$ cat src/rtl/ram_pkg.sv
// Definitions shared by the two-port RAM and its read-side streaming engine.
package ram_pkg;

  localparam int unsigned RamWidth = 32;
  localparam int unsigned RamDepth = 256;

  typedef enum logic [1:0] {
    StIdle,
    StRun,
    StDrain
  } rd_stream_state_e;

endpackage

$ cat src/rtl/stream_buf2.sv
// Two-entry FIFO-ordered valid/ready output buffer; push is never refused.
// RAM_RD_STREAM_LAST_EN adds a per-entry last flag.
module stream_buf2
  import ram_pkg::*;
#(
  parameter int unsigned Width = RamWidth
) (
  input  logic             clk_i,
  input  logic             rst_ni,
  input  logic             push_i,
  input  logic [Width-1:0] data_i,
`ifdef RAM_RD_STREAM_LAST_EN
  input  logic             last_i,
  output logic             last_o,
`endif
  input  logic             ready_i,
  output logic             valid_o,
  output logic [Width-1:0] data_o,
  output logic [1:0]       occ_o
);

  logic [Width-1:0] data_q [2];
  logic             wr_ptr_q, rd_ptr_q;
  logic [1:0]       occ_q;
  logic             pop;

  assign valid_o = (occ_q != 2'd0);
  assign pop     = valid_o & ready_i;
  assign data_o  = data_q[rd_ptr_q];
  assign occ_o   = occ_q;

  always_ff @(posedge clk_i or negedge rst_ni) begin
    if (!rst_ni) begin
      data_q[0] <= '0;
      data_q[1] <= '0;
      wr_ptr_q  <= 1'b0;
      rd_ptr_q  <= 1'b0;
      occ_q     <= 2'd0;
    end else begin
      if (push_i) begin
        data_q[wr_ptr_q] <= data_i;
        wr_ptr_q         <= ~wr_ptr_q;
      end
      if (pop) rd_ptr_q <= ~rd_ptr_q;
      occ_q <= occ_q + {1'b0, push_i} - {1'b0, pop};
    end
  end

`ifdef RAM_RD_STREAM_LAST_EN
  logic last_q [2];

  assign last_o = valid_o & last_q[rd_ptr_q];

  always_ff @(posedge clk_i or negedge rst_ni) begin
    if (!rst_ni) begin
      last_q[0] <= 1'b0;
      last_q[1] <= 1'b0;
    end else if (push_i) begin
      last_q[wr_ptr_q] <= last_i;
    end
  end
`endif

endmodule

$ cat src/rtl/ram_rd_stream.sv
// Sequential RAM read engine feeding a valid/ready stream with backpressure.
// Define RAM_RD_STREAM_LAST_EN to drive m_last_o on the final word of each transfer.
module ram_rd_stream
  import ram_pkg::*;
#(
  parameter int unsigned Width = RamWidth,
  parameter int unsigned Depth = RamDepth,
  localparam int unsigned Aw = $clog2(Depth),
  localparam int unsigned Lw = Aw + 1
) (
  input  logic             clk_i,
  input  logic             rst_ni,
  input  logic             start_i,
  input  logic [Aw-1:0]    base_i,
  input  logic [Lw-1:0]    len_i,
  output logic             busy_o,
  output logic             done_o,
  output logic             re_o,
  output logic [Aw-1:0]    raddr_o,
  input  logic [Width-1:0] rdata_i,
  output logic             m_valid_o,
  input  logic             m_ready_i,
  output logic [Width-1:0] m_data_o,
  output logic             m_last_o
);

  rd_stream_state_e state_q;
  logic [Aw-1:0]    addr_q, raddr_q, addr_next;
  logic [Lw-1:0]    rem_q;
  logic             inflight_q, done_q;
  logic [1:0]       occ;
  logic             pop, issue;

  assign pop = m_valid_o & m_ready_i;
  // Words already buffered or in flight, after this cycle's pop, must leave room.
  assign issue = (state_q == StRun) && (rem_q != '0) &&
                 (({1'b0, occ} + {2'b0, inflight_q} - {2'b0, pop}) < 3'd2);
  assign addr_next = (addr_q == Aw'(Depth - 1)) ? '0 : addr_q + Aw'(1);

  assign re_o    = issue;
  assign raddr_o = issue ? addr_q : raddr_q;
  assign busy_o  = (state_q != StIdle);
  assign done_o  = done_q;

  always_ff @(posedge clk_i or negedge rst_ni) begin
    if (!rst_ni) begin
      state_q    <= StIdle;
      addr_q     <= '0;
      raddr_q    <= '0;
      rem_q      <= '0;
      inflight_q <= 1'b0;
      done_q     <= 1'b0;
    end else begin
      done_q     <= 1'b0;
      inflight_q <= issue;
      if (issue) begin
        addr_q  <= addr_next;
        raddr_q <= addr_q;
        rem_q   <= rem_q - Lw'(1);
      end
      unique case (state_q)
        StIdle: begin
          if (start_i) begin
            if (len_i == '0) begin
              done_q <= 1'b1;
            end else begin
              state_q <= StRun;
              addr_q  <= base_i;
              rem_q   <= len_i;
            end
          end
        end
        StRun: begin
          if (issue && rem_q == Lw'(1)) state_q <= StDrain;
        end
        StDrain: begin
          if (pop && occ == 2'd1 && !inflight_q) begin
            state_q <= StIdle;
            done_q  <= 1'b1;
          end
        end
        default: state_q <= StIdle;
      endcase
    end
  end

`ifdef RAM_RD_STREAM_LAST_EN
  logic last_inflight_q;

  always_ff @(posedge clk_i or negedge rst_ni) begin
    if (!rst_ni) last_inflight_q <= 1'b0;
    else         last_inflight_q <= issue && (rem_q == Lw'(1));
  end
`else
  assign m_last_o = 1'b0;
`endif

  stream_buf2 #(
    .Width(Width)
  ) u_buf (
    .clk_i  (clk_i),
    .rst_ni (rst_ni),
    .push_i (inflight_q),
    .data_i (rdata_i),
`ifdef RAM_RD_STREAM_LAST_EN
    .last_i (last_inflight_q),
    .last_o (m_last_o),
`endif
    .ready_i(m_ready_i),
    .valid_o(m_valid_o),
    .data_o (m_data_o),
    .occ_o  (occ)
  );

endmodule
$ cat config.mk
export PLATFORM = sky130hd
export DESIGN_NAME = ram_rd_stream
export DESIGN_NICKNAME = d
export VERILOG_FILES = /design/src/rtl/ram_pkg.sv /design/src/rtl/stream_buf2.sv /design/src/rtl/ram_rd_stream.sv
export SDC_FILE = /design/constraint.sdc
export NUM_CORES = 1
export LEC_CHECK = 0
export CORE_ASPECT_RATIO = 0.6
export CORE_MARGIN = 2
export CORE_UTILIZATION = 51
export DETAILED_ROUTE_END_ITERATION = 8
export HOLD_SLACK_MARGIN = 0.15
export PLACE_DENSITY = 0.86
export SLEW_MARGIN = 20
export SYNTH_ARGS = -nofsm -noshare
export SYNTH_HDL_FRONTEND = slang
export SYNTH_HIERARCHICAL = 1
export SYNTH_SLANG_ARGS = --single-unit
$ cat constraint.sdc
create_clock -name clk_i -period 5.3 [get_ports clk_i]
set_clock_uncertainty 0.05 [all_clocks]
set_input_delay 0.795 -clock clk_i [delete_from_list [all_inputs] [get_ports clk_i]]
set_output_delay 0.795 -clock clk_i [all_outputs]
set_load 0.005 [all_outputs]
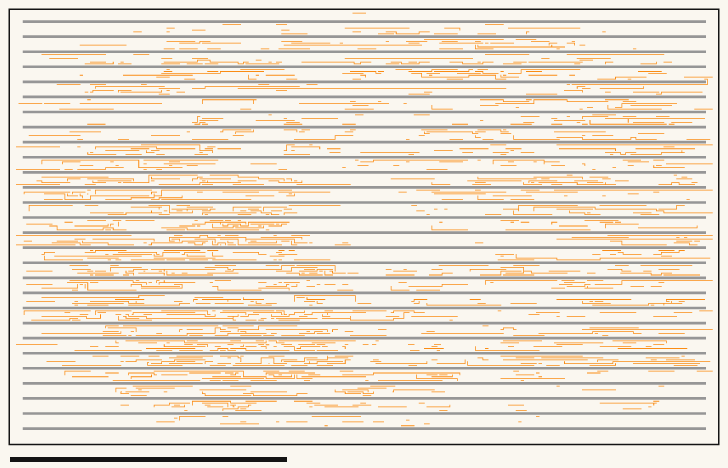
Run 1: metal 1
The bar under the picture is 50 µm long. Supply wires on this layer in grey.
share of all routed wire: 47%
longest straight run: 48.3 µm
wire length on this layer: 4940 µm

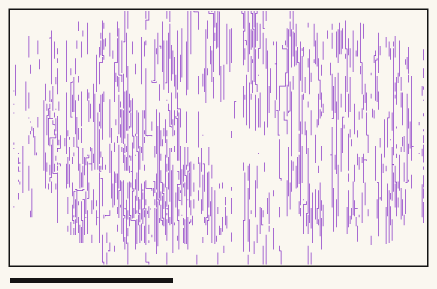
Run 1: the metal 2 layer
The bar under the picture is 50 µm long.
nets with wire on the layer: 480
wire length on this layer: 4920 µm
share of all routed wire: 46%

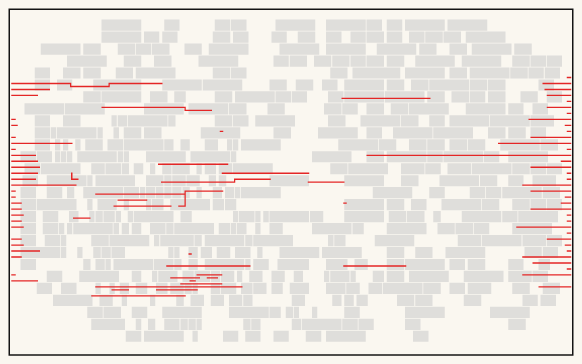
Run 1: the metal 3 layer
longest straight run: 46.2 µm
share of all routed wire: 6.2%
main direction: horizontal
wire length on this layer: 651 µm

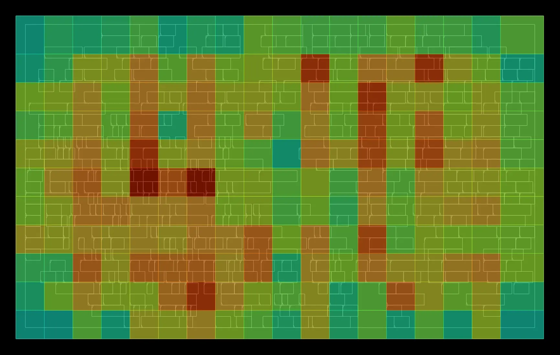
Run 1: routing congestion
fin util: 66.6%
GR Util met3: 6.27%

==> run 1: layout by cell type (no fill, tap or decap), drive strengths merged, types with 2 or more instances in the layout <==
| cell type | netlist | final |
|---|---|---|
| a21o | 2 | 2 |
| a21oi | 9 | 9 |
| a31oi | 10 | 10 |
| and3 | 3 | 3 |
| and4 | 2 | 2 |
| buf | 17 | 6 |
| bufinv | 0 | 2 |
| clkbuf | 0 | 9 |
| clkdlybuf4s50 | 0 | 95 |
| dfrtp | 97 | 97 |
| ha | 6 | 6 |
| inv | 8 | 11 |
| mux2 | 97 | 97 |
| mux2i | 3 | 3 |
| nand2 | 32 | 32 |
| nand2b | 2 | 2 |
| nand3 | 4 | 4 |
| nand4 | 3 | 3 |
| nand4b | 2 | 2 |
| nor2 | 18 | 18 |
| nor3 | 3 | 3 |
| nor3b | 2 | 2 |
| o21ai | 9 | 9 |
| o31ai | 3 | 3 |
| or2 | 4 | 4 |
| or3 | 3 | 3 |
| or4 | 6 | 6 |
| xnor2 | 5 | 5 |
| xor2 | 3 | 3 |
==> run 1: area by class of cell <==
type / instances / area [µm²]
repair buffers: 101 / 996
inverters: 8 / 30.0
flip-flops and latches: 97 / 2430
fillers: 699 / 3030
multi-input cells: 249 / 2100
well taps: 116 / 145
clock inverters: 7 / 101
clock buffers: 9 / 225
==> run 1: worst register-to-register path, cell delays in order, from the launching register on <==
cell and delay [ns]:
dfrtp_1 0.49, or2_2 0.34, and2_1 0.18, ha_1 0.26, nand2b_1 0.15, fa_1 0.42, xor2_1 0.20, a311o_1 0.41
buf_4 0.23, or4_1 0.51, a31oi_1 0.19
==> results.yml, run 1 <==
# implementation run metrics
clocking:
  cts_buffers: 9
  post_cts_buffers: 0
final_timing:
  finalCritPeriodShare_pct: 88.4
  finalWorstSetupSlack_ns: 0.613
  setup_viol_count_final: 0
  hold_viol: 0
pwr:
  power.share.clock_pct: 17.2
  intPower_mw: 2.73
  combPwrFrac_pct: 49.0
  p_seq_share_pct: 33.8
detailed_routing:
  dr_wl_met2_um: 4920
  drt_wl_total_um: 10600
  dr.max_layer_used: "met4"
  met3_length_um: 651
  drt_iter0_markers: 206
place:
  place_inst: 571
  hpwl_um: 7340
yosys:
  syn_nets: 431
  simple_gate_share_pct: 10.5
  synth_area_um2: 4690
  avgSynthCellArea_um2: 12.6
  area_leaders: "dfrtp_1 (52%), mux2_2 (21%), mux2_4 (2.6%), nand2_1 (2.6%), ha_1 (1.6%)"
  adder_share_pct: 2.03
global_routing:
  grt-busiest-layer: "met2"
  grt_pass1_wl_um: 17200
  track_usage_pct: 22.0
  grt_pass1_vias: 3412
floorplanning:
  die_w_um: 128
finish:
  syn2layout_area_growth_pct: 28.6
  largest_register_ffs: 64
  fin_area_um2: 6030
setup_path:
  cp_max_fo: 19
  crit_chain: "clkdlybuf4s50_1, and2_1, ha_1, nand2b_1, fa_1, xor2_1, a311o_1, buf_4, o21ai_0, clkdlybuf4s50_1"
  required_ns: 4.45
  cp_slowest_cell: "clkdlybuf4s50_1"
status:
  status: "completed"
Run 1, clock network drawn from the DEF:
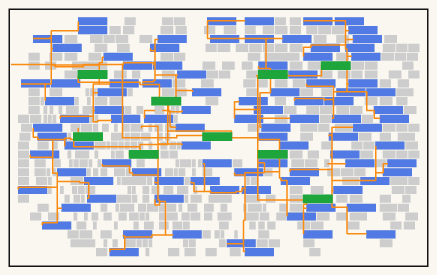

--- run 2 (diff from run 1) ---
CORE_MARGIN = 4   (was 2)
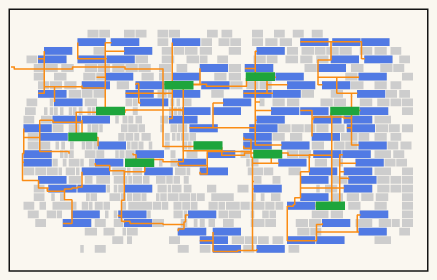
Run 2: clock network drawn from the DEF
[flip-flops] blue | count: 97
[clock wires] orange | length: 1070 µm
[clock drivers] green | count: 9
routed clock nets: 10
Clk power: 591 µW
Clock Latency Late Sink: 0.34 ns

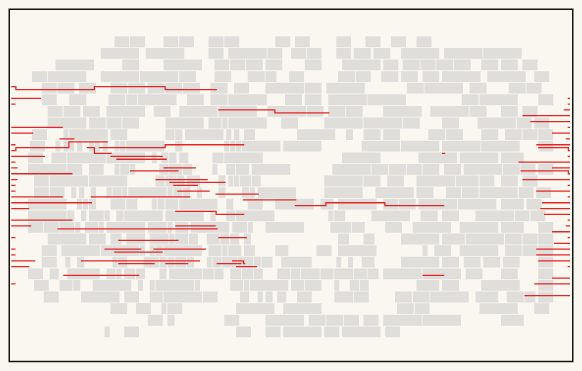
Run 2: the metal 3 layer
longest straight run: 37.3 µm
share of all routed wire: 7.4%
nets with wire on the layer: 80
GR Util met3: 6.17%
vias: 3262
Detailed Route WL: 10400 µm

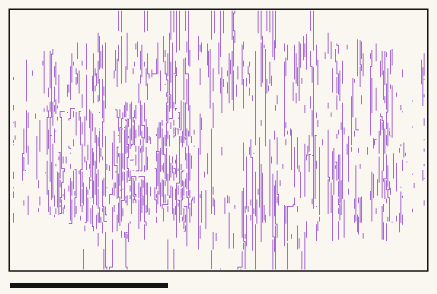
Run 2: the metal 2 layer
The bar under the picture is 50 µm long.
main direction: vertical
wire length on this layer: 4660 µm

==> results.yml, run 2 <==
# implementation run metrics
status:
  status: "completed"
final_timing:
  hold_viol: 0
  slew_headroom_pct: 27.9
  finalCritPeriodShare_pct: 88.2
  finalWorstSetupSlack_ns: 0.623
  setup_viol_count_final: 0
finish:
  fillers: 621
  comb_area_um2: 2100
  fin_area_um2: 5960
  most-common-layout-cells: "dfrtp_1 (97), clkdlybuf4s50_1 (95), mux2_2 (89)"
  syn2layout_area_growth_pct: 27.2
  final_common_cell: "dfrtp_1"
  fin_util_pct: 68.4
  largest_register_ffs: 64
  regArea_um2: 2430
yosys:
  area_leaders: "dfrtp_1 (52%), mux2_2 (21%), mux2_4 (2.6%), nand2_1 (2.6%), ha_1 (1.6%)"
  avgSynthCellArea_um2: 12.6
  simple_gate_share_pct: 10.5
  synth_area_um2: 4690
  adder_share_pct: 2.03
floorplanning:
  die_w_um: 132
place:
  place_inst: 566
  hpwl_um: 7220
hold_path:
  min-delay-start: "raddr_q[7]"
pwr:
  power_density_nw_per_um2: 668
global_routing:
  grt_pass1_vias: 3411
  grt_pass1_wl_um: 17400
  track_usage_pct: 20.1
setup_path:
  cp_slowest_cell: "clkdlybuf4s50_1"
  crit_chain: "clkdlybuf4s50_1, and2_1, ha_1, nand2b_1, fa_1, xor2_1, a311o_1, buf_4, o21ai_0, clkdlybuf4s50_1"
  cp_max_fo: 21
  required_ns: 4.45
clocking:
  cts_buffers: 9
detailed_routing:
  drt_iter0_markers: 202
==> run 2: cell counts after synthesis <==
No cell type changed its count.
==> run 2: worst max path at each step <==
| stage | to |
|---|---|
| final | raddr_o[2] |
| after global routing | raddr_o[2] |
| after CTS | raddr_o[2] |
| after detailed placement | raddr_o[2] |
| after global placement | raddr_o[2] |
| after floorplan | raddr_o[2] |
==> run 2: worst max-delay path: cells and delay by family <==
family | cells | cell delay [ns]
buffers and inverters | 3 | 1.26
AND-OR/OR-AND | 2 | 0.61
XOR/XNOR | 1 | 0.20
adder cells (fa/ha/maj) | 2 | 0.64
AND/OR/NAND/NOR | 2 | 0.31
==> run 2: power by group <==
group,switching (mW),internal [mW]
Sequential,0.268,1.12
Combinational,0.818,1.19
Clock,0.273,0.319
Total,1.36,2.62
==> run 2: kinds of logic (layout without fill, tap and decap cells) <==
group,count (synthesis),in the layout
compound gates,42,42
xor+xnor,8,8
fa+ha+maj,7,7
buf+inv,25,124
flops,97,97
mux,100,100
other cells,1,1
simple gates,91,91
==> run 2: routing by layer <==
layer / vias to the layer above / share of wire [%] / GRT usage [%]
met5: - / 0 / 0
met4: 0 / 0.74 / 4.61
met3: 9 / 7.5 / 6.17
met2: 125 / 45 / 31.8
met1: 1611 / 47 / 27.8
li1: 1517 / - / -
==> run 2: final cells by class <==
type / instances / area share (%)
Inverter: 8 / 0.504
Sequential cell: 97 / 40.7
Clock inverter: 6 / 0.714
Tap cell: 112 / 2.35
Multi-Input combinational cell: 249 / 35.3
Timing Repair Buffer: 100 / 16.6
Clock buffer: 10 / 3.84
No activity file was given, so power comes from the tool's default toggle rates.
